==> images/metal_stack.png <==
The bar under the picture is 20 um long.
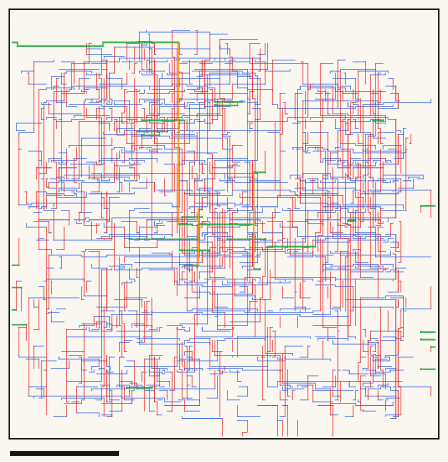
==> images/pins.png <==
The bar under the picture is 20 um long. Pins as bars across the die edge, other pins in grey.
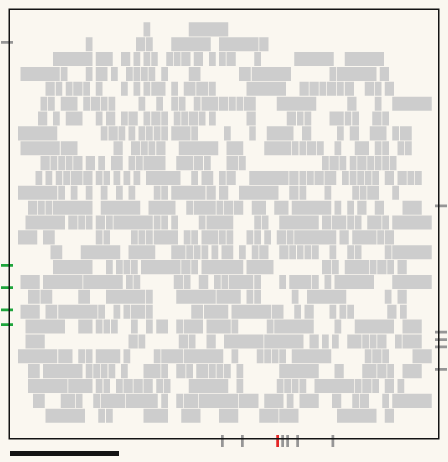
==> images/drive_strength.png <==
The bar under the picture is 20 um long.
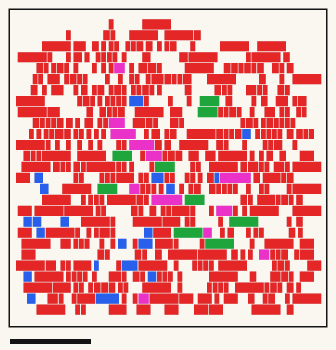
Design keypad_scanner_param, sky130hd; sources not shown.
==> deck_impl_summary.md <==
Physical Implementation Snapshot

Flow run
  • OpenROAD warnings: 32

Placed design
  • Cell total after placement: 568

Cells and area
  • Layout area overhead: 10.1%
  • MI comb area: 1930 um^2
  • Fillcell total: 529
  • Seq cells: 52

Setup path
  • Worst-path maximum fanout: 8
  • CP bufs+invs: 1
  • Stages on worst setup path: 10

Detailed routing
  • Met1 wire length: 3.38 mm
  • Initial DRC Count: 119
  • DR WL met2: 3.20 mm
  • DR DRC count: 0

Power and ir drop
  • Pwr dens: 635 nW/um^2
  • Max power group: combinational cells
  • Clk power: 422 uW
  • Sw frac: 42.4%

Timing
  • Fmax achieved: 450 MHz
  • RSZ-0062 raised after global routing: no

Min path
  • Worst hold path class: reg -> reg

Yosys
  • Post-Synth AOI/OAI Area: 9.02%
  • Mux share: 0%
  • # Cells Yosys: 488

Clocking
  • Htree depth: 2
  • Total setup buffers inserted after CTS: 0

Run status
  • Outcome: complete, no violations

Global routing
  • Met2 Usage GRT: 40.7%
About metal_stack.png:
met2: shown in red, wire length 3200 um. met1: shown in blue, wire length 3380 um. met4: shown in orange, wire length 61.2 um. met3: shown in green, wire length 141 um.
routed wire length: 6.78 mm
GRT Overall Usage: 23.7%
WL/cell: 11.8 um
vias post-DR: 2977

About pins.png:
cols: shown in green, pins 4, direction input, edge left. multi_press: shown in red, pins 1, direction output, edge bottom.
All pins by edge: 7 bottom, 5 left, 5 right.
port buffer count: 16
Die X: 78.3 um
Die Span Y: 78.3 um

About drive_strength.png:
drive 3 to 4: shown in magenta, cells 12. drive 6 and up: shown in green, cells 9. drive 1 or less: shown in red, cells 463. drive 2: shown in blue, cells 20.
Repair and plain buffers: 19
worst setup margin: 776 ps

## cell usage after synthesis, drive strengths merged
cell type | count | area share [%]
a21boi | 1 | 0.23
dfxtp | 52 | 32
inv | 51 | 6.1
o21ai | 9 | 1.4
xnor2 | 3 | 0.82
a21oi | 33 | 5.3
clkbuf | 4 | 0.47
o211ai | 6 | 1.4
ha | 11 | 4.3
or2 | 9 | 1.8
xor2 | 7 | 1.9
buf | 7 | 1.4
nor3b | 2 | 0.47
nand4 | 14 | 3.4
nor3 | 2 | 0.31
nor2 | 85 | 12
nand3 | 48 | 8.6
nand2 | 141 | 17
o21bai | 3 | 0.70
Power is estimated from default activity; no workload was simulated.
